**src/rtl/qpp_address_gen_if.sv**
```systemverilog
// Handshake bundle between the QPP address generator and its block controller / read port.
// The master drives start/block_size/addr_ready; the slave (generator) returns the address stream.
interface qpp_address_gen_if #(
   parameter int AW = 13
);
   logic          start;
   logic          block_size;
   logic          addr_ready;
   logic          addr_valid;
   logic [AW-1:0] addr;
   logic [AW-1:0] index;
   logic          last;
   logic          busy;
   logic          done;

   modport master (
      output start, block_size, addr_ready,
      input  addr_valid, addr, index, last, busy, done
   );

   modport slave (
      input  start, block_size, addr_ready,
      output addr_valid, addr, index, last, busy, done
   );
endinterface

```
**src/rtl/qpp_address_gen.sv**
```systemverilog
// LTE turbo QPP interleaver address generator: pi(i) = (F1*i + F2*i^2) mod K,
// produced by second-order recursion using only add and conditional subtract.
module qpp_address_gen #(
   parameter int AW       = 13,
   parameter int K_SMALL  = 1056,
   parameter int F1_SMALL = 17,
   parameter int F2_SMALL = 66,
   parameter int K_LARGE  = 6144,
   parameter int F1_LARGE = 263,
   parameter int F2_LARGE = 480
) (
   input  logic               clk_i,
   input  logic               rst_ni,
   qpp_address_gen_if.slave   bus
);

   typedef enum logic [1:0] {IDLE, RUN, DONE} state_e;

   localparam logic [AW-1:0] KS  = AW'(K_SMALL);
   localparam logic [AW-1:0] F1S = AW'(F1_SMALL);
   localparam logic [AW-1:0] F2S = AW'(F2_SMALL);
   localparam logic [AW-1:0] KL  = AW'(K_LARGE);
   localparam logic [AW-1:0] F1L = AW'(F1_LARGE);
   localparam logic [AW-1:0] F2L = AW'(F2_LARGE);

   state_e        state_q, state_d;
   logic [AW-1:0] k_q, k_d;
   logic [AW-1:0] pi_q, pi_d;
   logic [AW-1:0] g_q, g_d;
   logic [AW-1:0] dg_q, dg_d;
   logic [AW-1:0] idx_q, idx_d;
   logic          vld_q, vld_d;
   logic          xfer;
   logic          at_last;

   // Both operands must already lie in [0,K-1], so one subtraction always suffices.
   function automatic logic [AW-1:0] mod_add(input logic [AW-1:0] a,
                                             input logic [AW-1:0] b,
                                             input logic [AW-1:0] k);
      logic [AW:0] s;
      s = {1'b0, a} + {1'b0, b};
      if (s >= {1'b0, k}) s = s - {1'b0, k};
      return s[AW-1:0];
   endfunction

   assign xfer    = vld_q & bus.addr_ready;
   assign at_last = (idx_q == (k_q - AW'(1)));

   always_comb begin
      state_d = state_q;
      k_d     = k_q;
      pi_d    = pi_q;
      g_d     = g_q;
      dg_d    = dg_q;
      idx_d   = idx_q;
      vld_d   = vld_q;
      case (state_q)
         IDLE: begin
            if (bus.start) begin
               state_d = RUN;
               vld_d   = 1'b1;
               pi_d    = '0;
               idx_d   = '0;
               if (bus.block_size) begin
                  k_d  = KL;
                  g_d  = mod_add(F1L, F2L, KL);
                  dg_d = mod_add(F2L, F2L, KL);
               end else begin
                  k_d  = KS;
                  g_d  = mod_add(F1S, F2S, KS);
                  dg_d = mod_add(F2S, F2S, KS);
               end
            end
         end
         RUN: begin
            if (xfer) begin
               if (at_last) begin
                  // Final address and index stay visible through DONE and IDLE.
                  vld_d   = 1'b0;
                  state_d = DONE;
               end else begin
                  pi_d  = mod_add(pi_q, g_q, k_q);
                  g_d   = mod_add(g_q, dg_q, k_q);
                  idx_d = idx_q + AW'(1);
               end
            end
         end
         DONE:    state_d = IDLE;
         default: state_d = IDLE;
      endcase
   end

   always_ff @(posedge clk_i or negedge rst_ni) begin
      if (!rst_ni) begin
         state_q <= IDLE;
         k_q     <= '0;
         pi_q    <= '0;
         g_q     <= '0;
         dg_q    <= '0;
         idx_q   <= '0;
         vld_q   <= 1'b0;
      end else begin
         state_q <= state_d;
         k_q     <= k_d;
         pi_q    <= pi_d;
         g_q     <= g_d;
         dg_q    <= dg_d;
         idx_q   <= idx_d;
         vld_q   <= vld_d;
      end
   end

   assign bus.addr_valid = vld_q;
   assign bus.addr       = pi_q;
   assign bus.index      = idx_q;
   assign bus.last       = vld_q & at_last;
   assign bus.busy       = (state_q == RUN);
   assign bus.done       = (state_q == DONE);

endmodule

```
**src/flat_wrapper.sv**
```systemverilog
// flat-port wrapper written by rule: the top's interface ports become plain ports
module qpp_address_gen_flat 
#(
   parameter int AW       = 13,
   parameter int K_SMALL  = 1056,
   parameter int F1_SMALL = 17,
   parameter int F2_SMALL = 66,
   parameter int K_LARGE  = 6144,
   parameter int F1_LARGE = 263,
   parameter int F2_LARGE = 480
)
  (clk_i, rst_ni, bus_start, bus_block_size, bus_addr_ready, bus_addr_valid, bus_addr, bus_index, bus_last, bus_busy, bus_done);
  qpp_address_gen_if #(.AW(AW)) bus_i ();
  input  logic clk_i;
  input  logic rst_ni;
  input wire logic [$bits(bus_i.start)-1:0] bus_start;
  input wire logic [$bits(bus_i.block_size)-1:0] bus_block_size;
  input wire logic [$bits(bus_i.addr_ready)-1:0] bus_addr_ready;
  output wire logic [$bits(bus_i.addr_valid)-1:0] bus_addr_valid;
  output wire logic [$bits(bus_i.addr)-1:0] bus_addr;
  output wire logic [$bits(bus_i.index)-1:0] bus_index;
  output wire logic [$bits(bus_i.last)-1:0] bus_last;
  output wire logic [$bits(bus_i.busy)-1:0] bus_busy;
  output wire logic [$bits(bus_i.done)-1:0] bus_done;
  assign bus_i.start = bus_start;
  assign bus_i.block_size = bus_block_size;
  assign bus_i.addr_ready = bus_addr_ready;
  assign bus_addr_valid = bus_i.addr_valid;
  assign bus_addr = bus_i.addr;
  assign bus_index = bus_i.index;
  assign bus_last = bus_i.last;
  assign bus_busy = bus_i.busy;
  assign bus_done = bus_i.done;
  qpp_address_gen #(.AW(AW), .K_SMALL(K_SMALL), .F1_SMALL(F1_SMALL), .F2_SMALL(F2_SMALL), .K_LARGE(K_LARGE), .F1_LARGE(F1_LARGE), .F2_LARGE(F2_LARGE)) u_core (.clk_i(clk_i), .rst_ni(rst_ni), .bus(bus_i));
endmodule
```
**config.mk**
```make
export PLATFORM = sky130hd
export DESIGN_NAME = qpp_address_gen_flat
export DESIGN_NICKNAME = d
export VERILOG_FILES = /design/src/rtl/qpp_address_gen_if.sv /design/src/rtl/qpp_address_gen.sv /design/src/flat_wrapper.sv
export SDC_FILE = /design/constraint.sdc
export NUM_CORES = 1
export LEC_CHECK = 0
export ABC_AREA = 1
export CORE_ASPECT_RATIO = 1.25
export CORE_MARGIN = 2
export CORE_UTILIZATION = 25
export CTS_BUF_LIST = sky130_fd_sc_hd__clkbuf_4 sky130_fd_sc_hd__clkbuf_8
export CTS_CLUSTER_DIAMETER = 200
export DETAILED_ROUTE_END_ITERATION = 10
export PLACE_DENSITY_LB_ADDON = 0.15
export SYNTH_ARGS = -nofsm -noshare
export SYNTH_HDL_FRONTEND = slang
export SYNTH_SLANG_ARGS = --single-unit
```
**constraint.sdc**
```tcl
create_clock -name clk_i -period 2.9 [get_ports clk_i]
set_clock_uncertainty 0.15 [all_clocks]
set_input_delay 0.87 -clock clk_i [delete_from_list [all_inputs] [get_ports clk_i]]
set_output_delay 0.87 -clock clk_i [all_outputs]
set_load 0.05 [all_outputs]
```
==> images/ff_map.png <==
Drawn at 4 px/um. Other sequential cells in the stronger grey, the rest of the logic in the fainter grey.
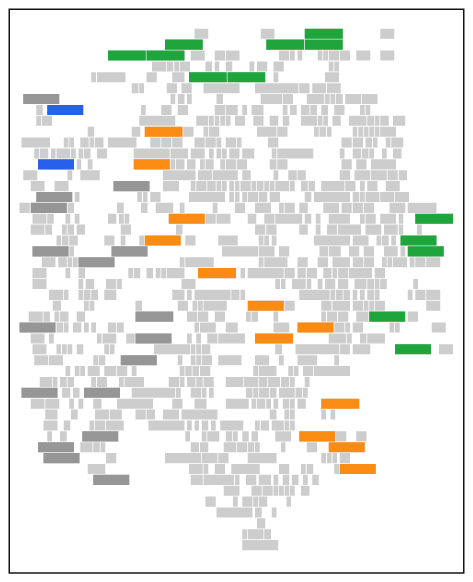
- orange: u_core.g_q (placed flops 12)
- green: u_core.bus.addr (placed flops 13)
- blue: u_core.state_q (placed flops 2)
Seq area share: 18.5%
FF+latch area: 1120 um2
Final Util: 41.7%

==> images/layers.png <==
Drawn at 3 px/um. Only two layers are drawn.
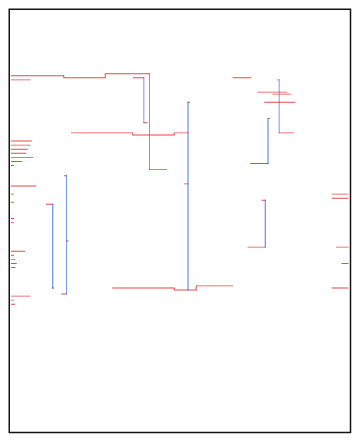
- blue: M4 (wire length 225 um)
- red: M3 (wire length 287 um)
DRT Wirelength: 12600 um
WL/cell: 14.5 um
Vias: 3978

==> images/route_heat.png <==
Drawn at 3 px/um. 23 x 28 tiles, from dark blue (low) to red (high), scaled to the fullest tile. Values are wire area over tile area, all layers added.
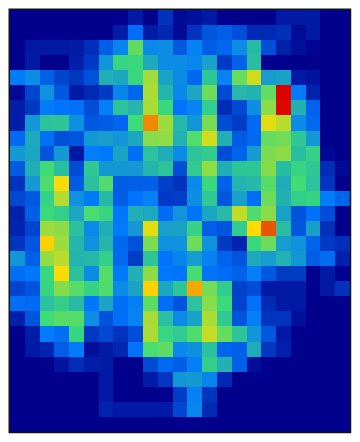
- tiles over half the peak: 12%
- emptiest ninth of the die: lower right
- mean over tiles: 0.12
- nearly empty tiles: 24%
- densest ninth of the die: middle left
- fullest tile: 0.52

==> images/port_trees.png <==
Drawn at 3 px/um.
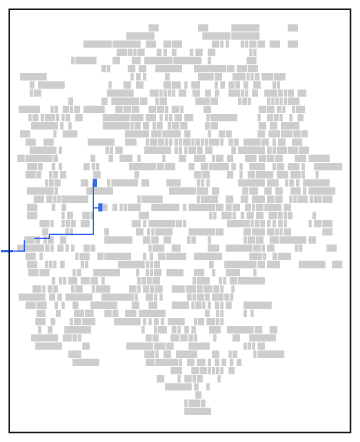
- blue: bus_block_size (bits 1; direction input; edge left; end cells 2; buffers 1; wire 48.3 um)
Port Buffers: 34
io pins: 35

==> images/placed.png <==
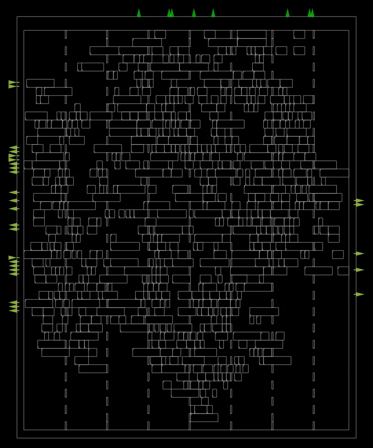
FF+latch count: 44
Layout Cells excl Fill: 865
tap cells: 178
Core Rows: 49
fillcell total: 1430

[cell usage in the layout, fill, tap and decap left out, types with 6 or more instances in the layout]
cell type	count
nor3_1	7
clkdlybuf4s50_1	31
ha_1	11
nand2_4	9
o21ai_1	6
nand2_2	27
a21oi_1	11
nand4_1	10
nand3_2	19
inv_2	10
nand2_1	126
inv_1	64
xor2_1	15
dfrtp_2	14
o21ai_0	15
nor2_1	29
buf_4	112
ha_4	18
buf_6	8
nand3_1	39
dfrtp_1	30
[logic make-up after synthesis]
kind of cell | count (synthesis) | synth area share, %
buffers and inverters | 81 | 8.48
xor gates and xnor gates | 23 | 5.80
DFF | 44 | 29.5
and+or+nand+nor | 292 | 36.3
AOI/OAI and AO/OA | 54 | 9.02
adders and majority gates | 32 | 10.9
==> metrics.csv <==
stage;metric;value;unit
setup_path;crit_start;u_core.k_q[11]$_DFFE_PN0P_;
setup_path;r2r_cells;20;
clocking;clockBufferDepth;2;
setup_path;reg2reg_to;u_core.g_q[11]$_DFFE_PN0P_;
run_status;violations;setup timing;
sta;timing.final.ws_setup;-242;ps
setup_path;path_class;reg -> reg;
logic_synthesis;ys_top_cells_by_area;dfrtp_1 30%, nand2_1 15%, ha_1 10%;
drt;ant_nets;0;
final_layout;area_growth;61.7;%
setup_path;start_kind;flip-flop;
final_layout;nets;723;
setup_path;crit_path_max_fanout;7;
logic_synthesis;top_cell;nand2_1;
drt;wl_met1;5320;um
sta;finalSetupViolCount;17;
placement;dpl-instance-area;5130;um2
flow_run;tool_warnings;29;
run_status;status;finished with violations;
final_layout;nonClkBufAreaFrac;22.3;%
